I/O pins on the die edge:
Drawn at 3 px/um. Pins as bars across the die edge, other pins in gray.
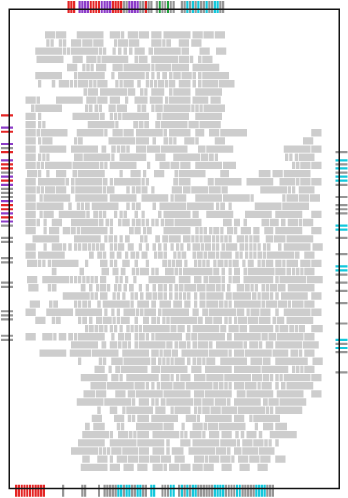
Track usage over the die:
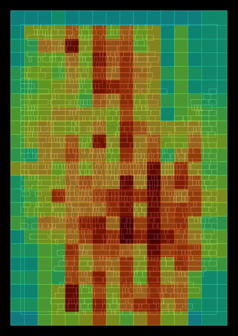
==> config.mk <==
export PLATFORM = sky130hd
export DESIGN_NAME = tlb_walk_controller
export DESIGN_NICKNAME = d
export VERILOG_FILES = /design/src/rtl/tlb_walk_controller.sv
export SDC_FILE = /design/constraint.sdc
export NUM_CORES = 1
export LEC_CHECK = 0
export ABC_AREA = 1
export CAP_MARGIN = 25
export CORE_ASPECT_RATIO = 1.5
export CORE_MARGIN = 5
export CORE_UTILIZATION = 43
export CTS_CLUSTER_SIZE = 12
export DETAILED_ROUTE_END_ITERATION = 8
export PLACE_DENSITY = 0.84
export REMOVE_ABC_BUFFERS = 1
export SLEW_MARGIN = 20
export SYNTH_ARGS = -nofsm -noshare
export SYNTH_HDL_FRONTEND = slang
export SYNTH_SLANG_ARGS = --single-unit
==> constraint.sdc <==
create_clock -name clk -period 2.9 [get_ports clk]
set_clock_uncertainty 0.15 [all_clocks]
set_input_delay 0.87 -clock clk [delete_from_list [all_inputs] [get_ports clk]]
set_output_delay 0.87 -clock clk [all_outputs]
set_load 0.01 [all_outputs]
==> out/metrics.cfg <==
[power]
power_w=0.00885
combPwrFrac_pct=46.2
pg_clk_w=0.00221
powerComb_w=0.00409
clkPwrFrac_pct=25.0
power_switching_share_pct=36.8
p_seq_share_pct=28.8
switchingPower_w=0.00326
intPower_w=0.00560
top_power_group=combinational logic

[worst_setup_path]
reg2reg_slack_ns=0.12
worst-setup-path-type=in -> reg
arrival_ns=3.03
worst-path-buf-inv=4
worstPathRequired_ns=3.04
start_kind=input pin
endpoint_kind=flip-flop
crit_chain=buf_8, inv_4, o21ai_4, buf_6, buf_12, mux2_4, ha_4, fa_2, nand3_2, nand3_4, nand2_2, nand2_2, nand2_1, nand2_1, xnor2_1, o21ai_1
rr_worst_depth=14

[global_route]
antenna_found_initial=0
grt_pass1_vias=6551
overflow=0
top_usage_layer=met2
grt_usage_pct=23.8

[floorplan]
num_rows=54
core_area_sq_um=14600
n_tap_cell=196

[cells_and_area]
clock_area_share_pct=6.21
register_area_sq_um=2850
num-nets-final=1186
bufAreaShareNonClock_pct=22.7
nFillCells=1072
design_area_sq_um=10000
dominant_cells=logic gates
logic_area_sq_um=3650
inv_count=96
diodes=0
logic_gate_count=592
clkbuf_count=17
area.share.combinational_pct=36.5

[synth]
synthesis.area_sq_um=6380
synthArstFlopShare_pct=100
synth_seq_share_pct=44.7
synth_warnings=0
most_common_cell=nand2_1
ys_sh_adder_pct=5.60
ys_area_sq_um=6380
syn_area_per_cell_sq_um=7.75
synth.mux.area_fraction_pct=7.05
top_area_cell=dfrtp_1
yosys_register_bits=114
ys_sh_aoi_pct=4.86

[final_timing]
finalSetupViolCount=0
whs_ns=0.278
finalCritPeriodShare_pct=99.8
worst_slew_pin_slew_ns=0.689
fin_crit_ns=2.89
worst_slack_ns=0.00655
finalHoldViolations=0

[route]
dr_total_vias=6365
highest_layer=met4
drtAntennaViolNets=0
drt_iter0_drc=408
firstDrtPassIters=7
dr_wl_met3_um=938

[cts]
ctsHoldBuffers=0
cts_resized=56
clkLatencyLatePin_ns=0.41
cts-htree-levels=4
cts-root-buf=clkbuf_16
clock_path_buffers=2
numCtsBuffers=17
cts_sinks=114
cts_tree=done
post_cts_buffers=4
path_clk_slew_ns=0.06

[placement]
hpwl_um=14400
preCtsSetupSlack_ns=-0.866
placedCellCount=1214
globalplace.congestion=0.937

[hold_path]
min_path_type=in -> async

[job]
max-cap-violations=0
warnings=43

[outcome]
status=completed

-- 'I/O pins on the die edge' (at the start) --
Red stands for `i_mem_rdata`, pins 32, direction input, edge 12 top, 11 bottom, 9 left. Green stands for `i_req_valid`, pins 2, direction input, edge top. Cyan stands for `i_req_vpn`, pins 40, direction input, edge 24 bottom, 10 right, 6 top. Purple stands for `o_tlb_write_physical_addr`, pins 20, direction output, edge 12 top, 8 left.
die y size: 159 um
Die X: 109 um

-- 'track usage over the die' (at the start) --
final core utilization: 68.5%
Routed wire per std cell: 17.2 um
GRT met1 Usage: 25.2%
met2 usage: 42.6%

